**src/rtl/div_pkg.sv**
```systemverilog
// div_pkg: default operand width and 3-bit FSM state encoding shared by the signed divider files
package div_pkg;
  localparam int DEF_WIDTH = 16;
  localparam logic [2:0] IDLE = 3'd0, PRE_CALC = 3'd1, ITERATE = 3'd2, FIX_SIGN = 3'd3, DONE = 3'd4;
endpackage

```
**src/rtl/signed_divider_if.sv**
```systemverilog
// signed_divider_if: start/done divide bus (start, 2W dividend, W divisor in; quotient, remainder, done, div_by_zero, overflow out)
interface signed_divider_if import div_pkg::*; #(parameter int WIDTH = DEF_WIDTH) ();
  logic start;
  logic [2*WIDTH-1:0] dividend;
  logic [WIDTH-1:0] divisor, quotient, remainder;
  logic done, div_by_zero, overflow;
  modport master (output start, dividend, divisor, input quotient, remainder, done, div_by_zero, overflow);
  modport slave (input start, dividend, divisor, output quotient, remainder, done, div_by_zero, overflow);
endinterface

```
**src/rtl/div_step.sv**
```systemverilog
// div_step: one restoring step; ports rem_i, in_bit_i, divisor_i -> next_rem_o, q_bit_o
module div_step #(parameter int WIDTH = 16) (
  input  logic [WIDTH-1:0] rem_i,
  input  logic             in_bit_i,
  input  logic [WIDTH-1:0] divisor_i,
  output logic [WIDTH-1:0] next_rem_o,
  output logic             q_bit_o
);
  logic [WIDTH:0] trial;
  assign trial = {rem_i, in_bit_i} - {1'b0, divisor_i};
  assign q_bit_o = ~trial[WIDTH];
  assign next_rem_o = q_bit_o ? trial[WIDTH-1:0] : {rem_i[WIDTH-2:0], in_bit_i};
endmodule

```
**src/rtl/signed_divider.sv**
```systemverilog
// signed_divider: restoring signed 2W/W divider, one quotient bit per clock; ports clk_i, rst_i (async high), bus (slave)
module signed_divider import div_pkg::*; #(parameter int WIDTH = DEF_WIDTH) (
  input logic clk_i,
  input logic rst_i,
  signed_divider_if.slave bus
);
  localparam int CW = $clog2(WIDTH);
  logic [2:0] state_q, state_d;
  logic [2*WIDTH-1:0] dvd_q, dvd_d, ad;
  logic [WIDTH-1:0] dvs_q, dvs_d, adv, adv_q, adv_d, rem_q, rem_d, sh_q, sh_d;
  logic [WIDTH-1:0] quo_q, quo_d, rmd_q, rmd_d, nrem;
  logic [CW-1:0] cnt_q, cnt_d;
  logic sq_q, sq_d, sr_q, sr_d, dz_q, dz_d, ov_q, ov_d;
  logic dzo_q, dzo_d, ovo_q, ovo_d, done_q, done_d;
  logic pz, po, qb, rov, bad;
  assign ad = dvd_q[2*WIDTH-1] ? -dvd_q : dvd_q;
  assign adv = dvs_q[WIDTH-1] ? -dvs_q : dvs_q;
  assign pz = dvs_q == '0;
  assign po = ad[2*WIDTH-1:WIDTH] >= adv;
  assign rov = sq_q ? sh_q > {1'b1, {(WIDTH-1){1'b0}}} : sh_q[WIDTH-1];
  assign bad = dz_q | ov_q | rov;
  div_step #(.WIDTH(WIDTH)) u_step (
    .rem_i(rem_q), .in_bit_i(sh_q[WIDTH-1]), .divisor_i(adv_q), .next_rem_o(nrem), .q_bit_o(qb)
  );
  always_ff @(posedge clk_i or posedge rst_i)
    if (rst_i) begin
      state_q <= IDLE;
      dvd_q <= '0;
      dvs_q <= '0;
      adv_q <= '0;
      rem_q <= '0;
      sh_q <= '0;
      cnt_q <= '0;
      {sq_q, sr_q, dz_q, ov_q} <= '0;
      quo_q <= '0;
      rmd_q <= '0;
      {dzo_q, ovo_q, done_q} <= '0;
    end else begin
      state_q <= state_d;
      dvd_q <= dvd_d;
      dvs_q <= dvs_d;
      adv_q <= adv_d;
      rem_q <= rem_d;
      sh_q <= sh_d;
      cnt_q <= cnt_d;
      {sq_q, sr_q, dz_q, ov_q} <= {sq_d, sr_d, dz_d, ov_d};
      quo_q <= quo_d;
      rmd_q <= rmd_d;
      {dzo_q, ovo_q, done_q} <= {dzo_d, ovo_d, done_d};
    end
  always_comb
    state_d = state_q == IDLE     ? (bus.start ? PRE_CALC : IDLE) :
              state_q == PRE_CALC ? (pz || po ? FIX_SIGN : ITERATE) :
              state_q == ITERATE  ? (cnt_q == CW'(WIDTH-1) ? FIX_SIGN : ITERATE) :
              state_q == FIX_SIGN ? DONE :
              state_q == DONE     ? (bus.start ? DONE : IDLE) : IDLE;
  always_comb begin
    dvd_d = dvd_q;
    dvs_d = dvs_q;
    adv_d = adv_q;
    rem_d = rem_q;
    sh_d = sh_q;
    cnt_d = cnt_q;
    {sq_d, sr_d, dz_d, ov_d} = {sq_q, sr_q, dz_q, ov_q};
    quo_d = quo_q;
    rmd_d = rmd_q;
    {dzo_d, ovo_d} = {dzo_q, ovo_q};
    if (state_q == IDLE && bus.start) begin
      dvd_d = bus.dividend;
      dvs_d = bus.divisor;
    end
    if (state_q == PRE_CALC) begin
      adv_d = adv;
      sq_d = dvd_q[2*WIDTH-1] ^ dvs_q[WIDTH-1];
      sr_d = dvd_q[2*WIDTH-1];
      dz_d = pz;
      ov_d = !pz && po;
      rem_d = ad[2*WIDTH-1:WIDTH];
      sh_d = ad[WIDTH-1:0];
      cnt_d = '0;
    end
    if (state_q == ITERATE) begin
      rem_d = nrem;
      sh_d = {sh_q[WIDTH-2:0], qb};
      cnt_d = cnt_q + 1'b1;
    end
    if (state_q == FIX_SIGN) begin
      quo_d = bad ? '0 : sq_q ? -sh_q : sh_q;
      rmd_d = bad ? '0 : sr_q ? -rem_q : rem_q;
      dzo_d = dz_q;
      ovo_d = ov_q | (!dz_q && rov);
    end
  end
  assign done_d = state_d == DONE;
  assign bus.quotient = quo_q;
  assign bus.remainder = rmd_q;
  assign bus.div_by_zero = dzo_q;
  assign bus.overflow = ovo_q;
  assign bus.done = done_q;
endmodule
```
**src/flat_wrapper.sv**
```systemverilog
// flat-port wrapper written by rule: the top's interface ports become plain ports
module signed_divider_flat import div_pkg::*;
#(parameter int WIDTH = DEF_WIDTH)
  (clk_i, rst_i, bus_start, bus_dividend, bus_divisor, bus_quotient, bus_remainder, bus_done, bus_div_by_zero, bus_overflow);
  signed_divider_if #(.WIDTH(WIDTH)) bus_i ();
  input logic clk_i;
  input logic rst_i;
  input wire logic [$bits(bus_i.start)-1:0] bus_start;
  input wire logic [$bits(bus_i.dividend)-1:0] bus_dividend;
  input wire logic [$bits(bus_i.divisor)-1:0] bus_divisor;
  output wire logic [$bits(bus_i.quotient)-1:0] bus_quotient;
  output wire logic [$bits(bus_i.remainder)-1:0] bus_remainder;
  output wire logic [$bits(bus_i.done)-1:0] bus_done;
  output wire logic [$bits(bus_i.div_by_zero)-1:0] bus_div_by_zero;
  output wire logic [$bits(bus_i.overflow)-1:0] bus_overflow;
  assign bus_i.start = bus_start;
  assign bus_i.dividend = bus_dividend;
  assign bus_i.divisor = bus_divisor;
  assign bus_quotient = bus_i.quotient;
  assign bus_remainder = bus_i.remainder;
  assign bus_done = bus_i.done;
  assign bus_div_by_zero = bus_i.div_by_zero;
  assign bus_overflow = bus_i.overflow;
  signed_divider #(.WIDTH(WIDTH)) u_core (.clk_i(clk_i), .rst_i(rst_i), .bus(bus_i));
endmodule
```
**config.mk**
```make
export PLATFORM = sky130hd
export DESIGN_NAME = signed_divider_flat
export DESIGN_NICKNAME = d
export VERILOG_FILES = /design/src/rtl/div_pkg.sv /design/src/rtl/signed_divider_if.sv /design/src/rtl/div_step.sv /design/src/rtl/signed_divider.sv /design/src/flat_wrapper.sv
export SDC_FILE = /design/constraint.sdc
export NUM_CORES = 1
export LEC_CHECK = 0
export CAP_MARGIN = 20
export CORE_UTILIZATION = 50
export DETAILED_ROUTE_END_ITERATION = 10
export GPL_ROUTABILITY_DRIVEN = 0
export GPL_TIMING_DRIVEN = 0
export PLACE_DENSITY_LB_ADDON = 0.3
export SLEW_MARGIN = 10
export SYNTH_ARGS = -nofsm -noshare
export SYNTH_HDL_FRONTEND = slang
export SYNTH_SLANG_ARGS = --single-unit
export TNS_END_PERCENT = 1
```
**constraint.sdc**
```tcl
create_clock -name clk_i -period 4.8 [get_ports clk_i]
set_input_delay 0.48 -clock clk_i [delete_from_list [all_inputs] [get_ports clk_i]]
set_output_delay 0.48 -clock clk_i [all_outputs]
set_load 0.03 [all_outputs]
```
==> run_1/pdn.png <==
The bar under the picture is 50 um long. Pins as bars on the die edge.
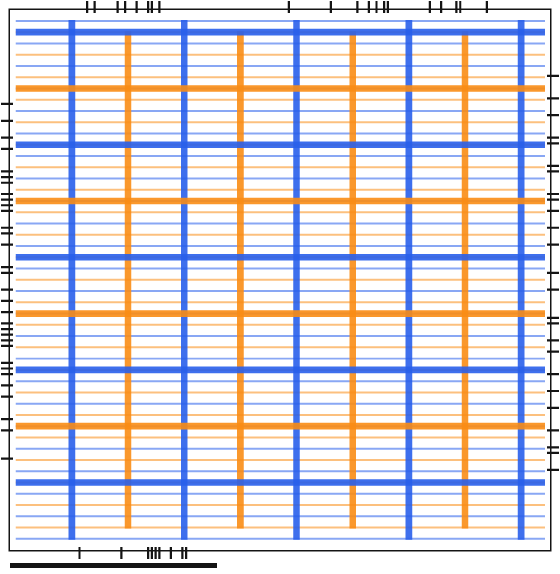
- blue: VSS
- orange: VDD
- signal pins: 86
- met1 rails: 47
- met5 straps: 9
- met4 straps: 9

==> run_1/cell_classes.png <==
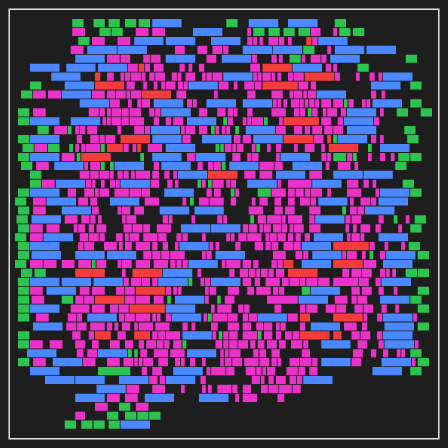
- magenta: all other logic (cells 662)
- green: other buffers and delay cells (cells 127)
- blue: flip-flops (cells 142)
- red: clock drivers and dummy loads (cells 32)

==> impl_metrics.json, run 1 <==
{
  "core_area_um2": 16000,
  "yosys.area.top_type": "dfrtp_1",
  "seq_power_w": 0.00242,
  "ys_async_sr_fraction": 1.00,
  "setup_viol": 0,
  "mux_share": 0.0797,
  "power.density_nw_per_um2": 844,
  "grt_max_degree": 73,
  "reg2reg_from": "u_core.dvd_q[11]",
  "grt_pass1_vias": 6532,
  "ys.flops": 142,
  "synthAdderAreaFrac": 0.0585,
  "status": "finished clean",
  "yosys.area_share.xor_xnor": 0.0860,
  "cp.required_ns": 5.04,
  "avgSynthCellArea_um2": 9.78,
  "combPwrFrac": 0.550,
  "yosysUniqueCellTypes": 62,
  "synthesis.nets": 933,
  "regToRegSetupSlack_ns": 0.69,
  "first_pass_iters": 5,
  "yosysWarnings": 0,
  "crit_family": "AND-OR/OR-AND gates",
  "critPathMaxStageDelay_ns": 0.56,
  "slew_viol_final": 0,
  "setup_slack_ns": 0.694,
  "warnings": 26,
  "synth-main-ff-cell": "dfrtp_1",
  "nNetsFinal": 1039,
  "fmax_mhz": 244,
  "cp.arrival_ns": 4.35,
  "cp-end-kind": "flip-flop",
  "syn_area_um2": 8250,
  "top_layer": "met4",
  "cpMaxStageDelayCell": "or4_1",
  "dp_hpwl_um": 14800
}
==> run_1/clock_map.png <==
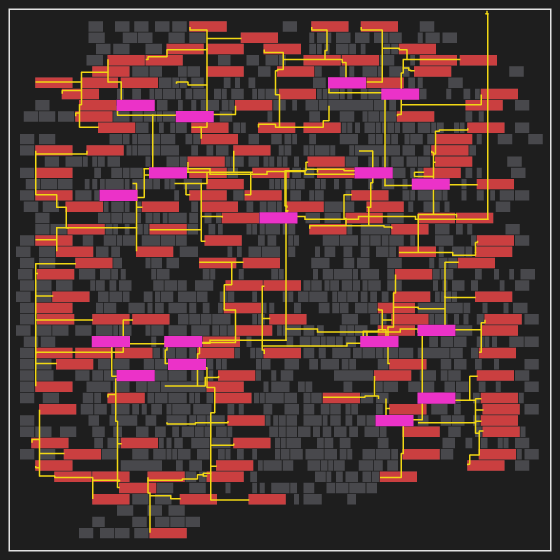
- red: flip-flops (count 142)
- yellow: clock wires (length 1700 um)
- magenta: cells driving clock nets (count 17)
- routed clock nets: 18
- flops lie: spread over the die
clk latency late pin: 0.42 ns
Clk power: 0.00140 W
clock power share: 0.165
Clock Skew: 0.00880 ns

## run 1: worst register-to-register path: stages, from the launching register on
cell,delay (ns)
dfrtp_1,0.44
or4_1,0.56
nor3b_2,0.31
nand2_1,0.16
o21ai_0,0.22
xor2_1,0.33
ha_1,0.30
nand2b_1,0.13
a21o_1,0.17
a21o_1,0.18
a211oi_1,0.25
o31ai_1,0.12
a2111oi_0,0.44
buf_1,0.23
a211oi_1,0.10
## run 1: how the worst max path moves through the flow
stage                      from                      to  slack (ns)  depth (start not counted)
3_5_place_dp   u_core.dvd_q[11]             u_core.ov_q        0.75                         14
6_report       u_core.dvd_q[11]             u_core.ov_q        0.69                         14
5_1_grt         u_core.dvd_q[7]             u_core.ov_q        0.47                         14
2_1_floorplan             rst_i         u_core.adv_q[0]        0.51                          1
4_1_cts        u_core.dvd_q[11]             u_core.ov_q        0.71                         14
3_3_place_gp              rst_i  u_core.bus.quotient[9]       -1.43                          2
## run 1: flip-flops by register name, summed over array words and instances (netlist names)
| signal | count |
|---|---|
| u_core.dz_q | 1 |
| u_core.dvd_q | 32 |
| u_core.bus.div_by_zero | 1 |
| u_core.sr_q | 1 |
| u_core.cnt_q | 4 |
| u_core.bus.done | 1 |
| u_core.ov_q | 1 |
| u_core.bus.overflow | 1 |
| u_core.bus.quotient | 16 |
| u_core.adv_q | 16 |
| u_core.state_q | 3 |
| u_core.sq_q | 1 |
| u_core.dvs_q | 16 |
| u_core.bus.remainder | 16 |
| u_core.sh_q | 16 |
| u_core.rem_q | 16 |
## run 1: layout make-up
type	instances	area, um2
fillers	1339	5960
multi-input cells	632	4420
plain buffers	40	169
flip-flops and latches	142	3550
inverters	30	118
repair buffers	87	882
clock inverters	10	160
well taps	216	270
clock buffers	22	474
## Run 2: what changed since run 1
==> constraint.sdc (replaced) <==
create_clock -name clk_i -period 4.8 [get_ports clk_i]
set_input_delay 0.96 -clock clk_i [delete_from_list [all_inputs] [get_ports clk_i]]
set_output_delay 0.96 -clock clk_i [all_outputs]
set_load 0.03 [all_outputs]
==> run_2/cell_classes.png <==
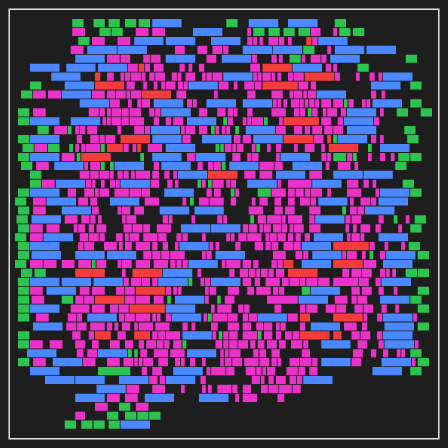
- green: other buffers and delay cells (cells 127)
- blue: flip-flops (cells 142)
- magenta: all other logic (cells 662)
- red: clock drivers and dummy loads (cells 32)

==> run_2/final_congestion.png <==
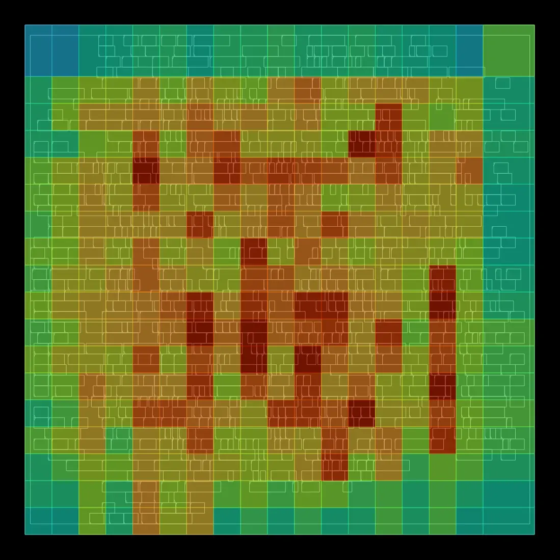
post-route core utilization: 0.628
met3 Use GR: 0.0672
Global Route Usage Sum: 0.253
met1 Use GR: 0.352
mean routed wirelength per cell: 16.8 um

==> impl_metrics.json, run 2 <==
{
  "largest_reg_flops": 32,
  "cp-endpoint": "u_core.ov_q",
  "top_layer": "met4",
  "setup_viol": 0,
  "yosysWarnings": 0,
  "cp.required_ns": 5.04,
  "clock.latency.late_pin_ns": 0.42,
  "syn_area_um2": 8250,
  "nNetsFinal": 1039,
  "grt_pass1_vias": 6532,
  "ys.flops": 142,
  "cpMaxStageDelayCell": "or4_1",
  "fillers": 1339,
  "critPathMaxStageDelay_ns": 0.56,
  "yosys.area.top_type": "dfrtp_1",
  "warnings": 26,
  "finalClockSkew_ns": 0.00880,
  "ys_area_um2": 8250,
  "grt_first_pass_wirelength_um": 33100,
  "synthesis.nets": 933,
  "reg2reg_from": "u_core.dvd_q[11]",
  "grt_max_degree": 73,
  "core_area_um2": 16000,
  "cp-end-kind": "flip-flop",
  "first_pass_iters": 5,
  "status": "finished clean",
  "netlist.area_leader.share": 0.431,
  "synth-main-ff-cell": "dfrtp_1",
  "cp-startpoint": "u_core.dvd_q[11]",
  "yosysUniqueCellTypes": 62,
  "cp.arrival_ns": 4.35,
  "regToRegSetupSlack_ns": 0.69,
  "chipArea_um2": 17000,
  "power.density_nw_per_um2": 844,
  "slew_viol_final": 0,
  "dp_hpwl_um": 14800,
  "ys_async_sr_fraction": 1.00
}
[run 2: critical path, delay by kind of cell, from the launching register on]
family          cells  cell delay (ns)
xor+xnor            1             0.33
compound gates      7             1.48
flops               1             0.44
fa+ha+maj           1             0.30
simple gates        4             1.16
buf+inv             1             0.23
[run 2: power by group]
part           internal [W]  total, W  switching (W)
Sequential          0.00176   0.00242       0.000661
Clock              0.000910   0.00140       0.000489
Combinational       0.00204   0.00466        0.00262
Total               0.00471   0.00848        0.00377
[run 2: through the flow]
| stage | TNS (ns) | hold WS [ns] | setup slack, ns | std cells | power, W |
|---|---|---|---|---|---|
| floorplan | 0 | 0.450 | 0.0304 | 844 | 0.00568 |
| global placement | -269.09 | 0.461 | -1.91 | 1145 | 0.00682 |
| detailed placement | 0 | 0.470 | 0.746 | 1147 | 0.00699 |
| CTS | 0 | 0.483 | 0.712 | 1179 | 0.00846 |
| global route | 0 | 0.497 | 0.475 | 1179 | 0.00917 |
| finish | 0 | 0.476 | 0.694 | 1179 | 0.00848 |
[run 2: cell families after synthesis]
group                      synth area share
AOI/OAI and AO/OA                     0.183
xor gates and xnor gates             0.0860
adders and majority gates            0.0585
buffers and inverters                0.0341
DFF                                   0.431
muxes                                0.0797
and+or+nand+nor                       0.129
[run 2: cell type report]
| cell class | instances | area, um2 | share of cell area |
|---|---|---|---|
| Buffer | 40 | 169 | 0.0168 |
| Clock buffer | 22 | 474 | 0.0472 |
| Clock inverter | 10 | 160 | 0.0159 |
| Inverter | 30 | 118 | 0.0117 |
| Multi-Input combinational cell | 632 | 4420 | 0.440 |
| Sequential cell | 142 | 3550 | 0.354 |
| Tap cell | 216 | 270 | 0.0269 |
| Timing Repair Buffer | 87 | 882 | 0.0878 |
Power is estimated from default activity; no workload was simulated.
